### src/rtl/alu_ctrl_pkg.sv
// rtl/alu_ctrl_pkg.sv - shared op codes, FSM states and constants for the ALU controller
package alu_ctrl_pkg;

  typedef enum logic [2:0] {
    OP_ADD  = 3'b000,
    OP_SUB  = 3'b001,
    OP_AND  = 3'b010,
    OP_OR   = 3'b011,
    OP_XOR  = 3'b100,
    OP_MUL  = 3'b101,
    OP_ILL6 = 3'b110,
    OP_ILL7 = 3'b111
  } op_t;

  typedef enum logic [1:0] {
    IDLE = 2'd0,
    EXEC = 2'd1,
    MUL  = 2'd2,
    DONE = 2'd3
  } state_t;

  localparam int ILLEGAL_RESULT = 0;

endpackage

### src/rtl/alu_addsub.sv
// rtl/alu_addsub.sv - W-bit adder/subtractor; sub inverts b and injects a carry-in of 1
module alu_addsub #(
  parameter int W = 4
) (
  input  logic [W-1:0] a,
  input  logic [W-1:0] b,
  input  logic         sub,
  output logic [W-1:0] sum,
  output logic         carry
);

  logic [W-1:0] b_eff;

  assign b_eff = sub ? ~b : b;
  assign {carry, sum} = {1'b0, a} + {1'b0, b_eff} + {{W{1'b0}}, sub};

endmodule

### src/rtl/alu_ctrl.sv
// rtl/alu_ctrl.sv - ALU sequencer: valid/ready command intake, single-cycle ops,
// shift-add multiply, and a held result until the consumer accepts it
module alu_ctrl
  import alu_ctrl_pkg::*;
#(
  parameter int N = 4
) (
  input  logic           clk,
  input  logic           rst,
  input  logic           cmd_valid,
  output logic           cmd_ready,
  input  logic [2:0]     op,
  input  logic [N-1:0]   a,
  input  logic [N-1:0]   b,
  output logic           res_valid,
  input  logic           res_ready,
  output logic [2*N-1:0] result,
  output logic           carry,
  output logic           zero,
  output logic           err,
  output logic           busy
);

  localparam int CW = (N > 1) ? $clog2(N) : 1;
  localparam logic [CW-1:0] LAST_ITER = CW'(N - 1);

  state_t           state_q, state_d;
  op_t              op_q;
  logic [N-1:0]     a_q, b_q, mplier_q;
  logic [2*N-1:0]   mcand_q, acc_q;
  logic [CW-1:0]    cnt_q;
  logic             cmd_fire;

  logic [N-1:0]     ex_sum;
  logic             ex_carry;
  logic [N-1:0]     ex_result;
  logic             ex_c;
  logic             ex_err;
  logic [2*N-1:0]   mul_sum;
  logic             mul_carry_unused;

  assign cmd_fire = cmd_valid && cmd_ready;

  alu_addsub #(.W(N)) u_exec_addsub (
    .a     (a_q),
    .b     (b_q),
    .sub   (op_q == OP_SUB),
    .sum   (ex_sum),
    .carry (ex_carry)
  );

  // Product fits in 2N bits, so the accumulator carry-out is always 0.
  alu_addsub #(.W(2*N)) u_mul_addsub (
    .a     (acc_q),
    .b     (mplier_q[0] ? mcand_q : '0),
    .sub   (1'b0),
    .sum   (mul_sum),
    .carry (mul_carry_unused)
  );

  always_ff @(posedge clk or posedge rst) begin
    if (rst) state_q <= IDLE;
    else     state_q <= state_d;
  end

  always_comb begin
    state_d   = state_q;
    cmd_ready = 1'b0;
    res_valid = 1'b0;
    busy      = 1'b0;
    case (state_q)
      IDLE: begin
        cmd_ready = 1'b1;
        if (cmd_valid) state_d = (op_t'(op) == OP_MUL) ? MUL : EXEC;
      end
      EXEC: begin
        busy    = 1'b1;
        state_d = DONE;
      end
      MUL: begin
        busy = 1'b1;
        if (cnt_q == LAST_ITER) state_d = DONE;
      end
      DONE: begin
        res_valid = 1'b1;
        if (res_ready) state_d = IDLE;
      end
      default: state_d = IDLE;
    endcase
  end

  always_comb begin
    ex_result = '0;
    ex_c      = 1'b0;
    ex_err    = 1'b0;
    case (op_q)
      OP_ADD, OP_SUB: begin
        ex_result = ex_sum;
        ex_c      = ex_carry;
      end
      OP_AND:  ex_result = a_q & b_q;
      OP_OR:   ex_result = a_q | b_q;
      OP_XOR:  ex_result = a_q ^ b_q;
      default: begin
        ex_result = N'(ILLEGAL_RESULT);
        ex_err    = 1'b1;
      end
    endcase
  end

  always_ff @(posedge clk or posedge rst) begin
    if (rst) begin
      op_q     <= OP_ADD;
      a_q      <= '0;
      b_q      <= '0;
      mcand_q  <= '0;
      mplier_q <= '0;
      acc_q    <= '0;
      cnt_q    <= '0;
      result   <= '0;
      carry    <= 1'b0;
      zero     <= 1'b0;
      err      <= 1'b0;
    end else begin
      case (state_q)
        IDLE: if (cmd_fire) begin
          op_q     <= op_t'(op);
          a_q      <= a;
          b_q      <= b;
          mcand_q  <= {{N{1'b0}}, a};
          mplier_q <= b;
          acc_q    <= '0;
          cnt_q    <= '0;
        end
        EXEC: begin
          result <= {{N{1'b0}}, ex_result};
          carry  <= ex_c;
          zero   <= (ex_result == '0);
          err    <= ex_err;
        end
        MUL: begin
          acc_q    <= mul_sum;
          mcand_q  <= mcand_q << 1;
          mplier_q <= mplier_q >> 1;
          cnt_q    <= cnt_q + 1'b1;
          if (cnt_q == LAST_ITER) begin
            result <= mul_sum;
            carry  <= 1'b0;
            zero   <= (mul_sum == '0);
            err    <= 1'b0;
          end
        end
        default: ;
      endcase
    end
  end

endmodule

### config.mk
export PLATFORM = sky130hd
export DESIGN_NAME = alu_ctrl
export DESIGN_NICKNAME = d
export VERILOG_FILES = /design/src/rtl/alu_ctrl_pkg.sv /design/src/rtl/alu_addsub.sv /design/src/rtl/alu_ctrl.sv
export SDC_FILE = /design/constraint.sdc
export NUM_CORES = 1
export LEC_CHECK = 0
export CELL_PAD_IN_SITES_DETAIL_PLACEMENT = 0
export CELL_PAD_IN_SITES_GLOBAL_PLACEMENT = 1
export CORE_AREA = 2 2 86 88
export DETAILED_ROUTE_END_ITERATION = 8
export DIE_AREA = 0 0 88 90
export GPL_ROUTABILITY_DRIVEN = 0
export PLACE_DENSITY_LB_ADDON = 0.12
export SLEW_MARGIN = 20
export SYNTH_ARGS = -nofsm -noshare
export SYNTH_HDL_FRONTEND = slang
export SYNTH_SLANG_ARGS = --single-unit
export TNS_END_PERCENT = 5
### constraint.sdc
create_clock -name clk -period 2.63 [get_ports clk]
set_clock_uncertainty 0.1 [all_clocks]
set_input_delay 0.263 -clock clk [delete_from_list [all_inputs] [get_ports clk]]
set_output_delay 0.263 -clock clk [all_outputs]
set_load 0.005 [all_outputs]
==> results_slide.txt <==
Run Summary

Outcome
  • Status: completed

Logic synthesis
  • Synthesized area per cell: approximately 10 µm²
  • Mapped Nets: 309
  • Synth warn: 0
  • Leading area contributor after synthesis: dfrtp_1
  • Ys flops: about 46
  • Area leader share: a little over two fifths
  • Yosys cell count: 269
  • Synthesized chip area reported by yosys: 2710 µm²
  • Count leader, synth: dfrtp_1
  • Async S/R FF share, synth: 100%
  • Count of library flops with an enable pin: 0
  • Synth Cell Area: 2710 µm²
  • Count of cell types in the netlist: 46
  • Main synth FF type: dfrtp_1
  • Main area contributors: dfrtp_1 42%, ha_1 11%, nand2_1 4.4%
  • Synth Seq Share: between 40% and 50%
  • Cells after Synth: 269
  • Top cells by count: 46 x dfrtp_1, 32 x nand2_1, 23 x ha_1, 23 x o21ai_0, 15 x inv_1

Final layout
  • Most used logic cell in the final layout: dfrtp_1
  • Syn-to-layout area delta: 21.6%
  • Most common logic cells in the final layout: 45 x dfrtp_1, 31 x nand2_1, 28 x clkdlybuf4s50_1
  • Ant. Diodes: 0
  • Final Util: 47.0%
  • Post-route insts no fill: 404
  • Share of post-route cells with drive strength above 1: 12.5%
  • Final #Nets: around 340

Drt
  • WL/cell: 14.9 µm
  • Violation count after the first detailed-routing iteration: 98
  • 1st-pass router iterations: 4
  • WL final: 6.00 mm
  • Via count: 2067
  • Vias/cell: 5.12
  • Met2 wire length: between 2 and 3 mm
  • M1 wire length: 3.10 mm
  • Post-route ant nets: 0
  • DRC viols: 0
  • Routed length on met3: 180 µm
  • Top sig layer: met4

CTS
  • Setup Buffers After CTS: 0
  • Clk latency late pin: roughly 0.30 ns
  • Post-CTS Hold Buffers: 0
  • Clock slew seen by the registers of the worst setup and hold paths: 0.09 ns
  • CTS H-tree lvls: 2
  • CTS max path bufs: 2
  • Root Buffer Master: clkbuf_8
  • # clock sinks: 46
  • Inserted Clock Buffers: 5
  • TritonCTS clock tree: built
  • Post-cts resize count: 0

Power and ir drop
  • Switch Pwr: 1.79 mW
  • Flop+latch power: 1.25 mW
  • Combinational share of power: 58.0%
  • PD cells: 1280 nW/µm²
  • Sequential Power Share: 29.6%
  • Pwr top: combinational cells
  • Max IR drop VDD: approximately 710 µV
  • Total Power: 4.23 mW
  • Clock power frac: 12.4%
  • Sw Share: 42.3%
  • Clk power: 523 µW
  • Int Pwr: roughly 2.4 mW
  • P_leak: 1.53 nW
  • Combinational power: 2.45 mW

Final timing
  • F_max: 414 MHz
  • Final setup viols: 0
  • Hold Vio Cnt, Final: 0
  • Hold Slack: 0.223 ns
  • Min Tclk post-route: 2.41 ns
  • Crit share post-route: about nine tenths
  • RSZ-0062 raised after global routing: no
  • Setup TNS: 0 ns
  • Fin. max-slew vios: 0
  • Rel. slew slack: 63.7%
  • Measured slew at the worst slew-check pin: 0.544 ns

Critical path
  • Startpoint Class: flop
  • Critical Path AT: 2.55 ns
  • Critical path class: flop to flop
  • CP Max Fanout: 3
  • Worst path required time: around 2.8 ns
  • Setup crit end kind: flop

Global route
  • GRT Max-Usage Layer: met1
  • Global-route wire length before repair: 9.99 mm
  • All-Layer GR Usage: 16.2%
  • Vias in the first global route: between 1.5k and 2k
  • Met3 usage: around 3%
  • Grt ovf: 0
  • Antenna violations before repair: 0
  • Largest net degree at the start of global routing: 28
  • GR Layer Usage met1: 24.4%
  • Met2 usage: 24.2%

Floorplanning
  • Fp_density: about two fifths
  • Die Area: 7920 µm²
  • I/O pin count: 29
  • Die width: 88 µm
  • Core area: 7020 µm²
  • Die height: 90 µm

Job
  • OpenROAD warning count: 33
  • Max-cap violations: 0

Placed design
  • Placed insts: 395
  • Port Buffers: 28
  • Final HPWL DP: 4.61 mm

Min path
  • Worst Hold Class: input pin to asynchronous set/reset pin
[worst paths after layout]
path                            from         to  slack, ns  cells after the start
hold reg to reg            result[2]  result[2]       0.38                      2
setup / recovery             op_q[1]       zero       0.22                      9
setup reg to reg             op_q[1]       zero       0.22                      9
min in group clk           result[2]  result[2]       0.38                      2
hold / removal                   rst  result[4]       0.22                      2
max in group asynchronous        rst     b_q[0]       1.68                      3
[per-stage QoR]
stage          cell area (µm²)  worst slack, ns
2_1_floorplan             2710            0.109
3_3_place_gp              3160            0.151
3_5_place_dp              3160            0.115
4_1_cts                   3260           0.0995
5_1_grt                   3300           0.0418
6_report                  3300            0.217
[critical path, cell delays in order, from the launching register on]
cell and delay (ns):
dfrtp_1 0.43, nor4b_4 0.35, a21o_2 0.14, fa_1 0.39, nor2b_1 0.14, a31oi_1 0.14
o221a_2 0.23, nand2_1 0.07, o41ai_2 0.23, a31o_1 0.14
[cell type report]
cell class / instances / area [µm²] / share of cell area [%]
inverter: 15 / 56.3 / 1.71
clock inverter: 1 / 30.0 / 0.911
sequential: 46 / 1150 / 35.0
clock buffer: 7 / 76.3 / 2.31
multi-input combinational: 197 / 1480 / 45.0
tap: 99 / 124 / 3.76
timing repair buffer: 39 / 375 / 11.4
[kinds of logic (layout without fill, tap and decap cells)]
logic type | after synthesis | count (layout) | synth area share (%)
flops | 46 | 46 | 42.5
mux | 16 | 16 | 6.37
xor+xnor | 11 | 11 | 3.55
compound gates | 77 | 77 | 19.2
simple gates | 68 | 68 | 12.5
fa+ha+maj | 25 | 25 | 12.1
buf+inv | 26 | 62 | 3.78
[flip-flops by register name, summed over array words and instances, names as in the netlist]
signal / cells
a_q: 4
acc_q: 8
b_q: 4
carry: 1
cnt_q: 2
err: 1
mcand_q: 8
mplier_q: 4
op_q: 3
result: 8
state_q: 2
zero: 1
Figure 1. Nets reached from selected ports.
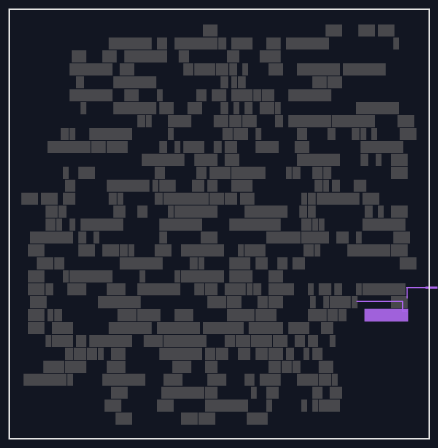
Key: purple = err [direction output, end cells 1, buffers 1, wire 18.9 µm]

Figure 2. M3 wires.
The bar under the picture is 20 µm long.
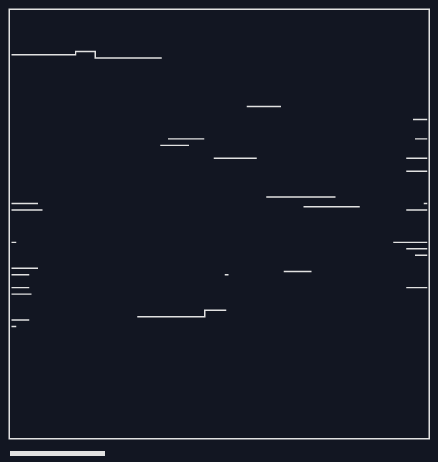
The layer holds 3.0% of the routed length. The layer carries 181 µm of wire. The longest straight run is 14.3 µm.

Figure 3. Metal 2.
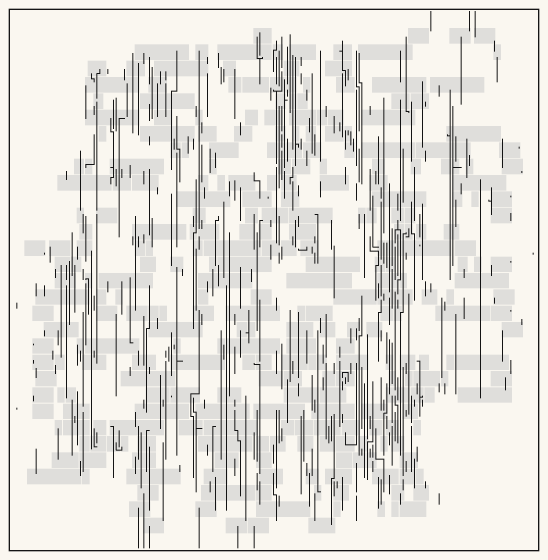
The layer holds 45% of the routed length. The wires run mostly vertical. The layer carries 2680 µm of wire.

Figure 4. Cells colored by class.
Fill, decap, tap and diode cells in gray.
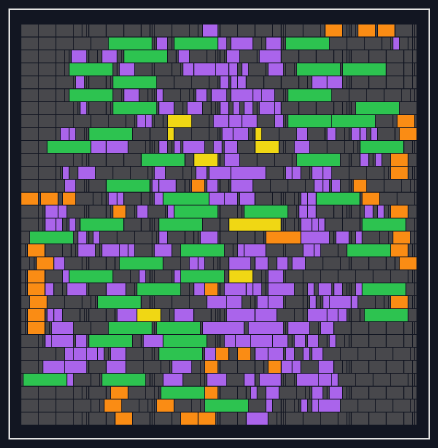
Key: green = registers [cells 46, share of their area 36%]; orange = remaining buffers and delay cells [cells 39, share of their area 12%]; yellow = clock drivers and dummy loads [cells 8, share of their area 3.4%]; purple = remaining logic cells [cells 212, share of their area 49%]

Figure 5. Placed standard cells.
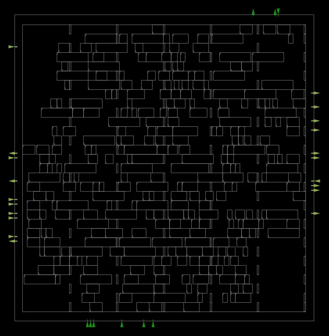
FP Rows: 31
# fillers: 701
flop count: 46

No activity file was given, so power comes from the tool's default toggle rates.
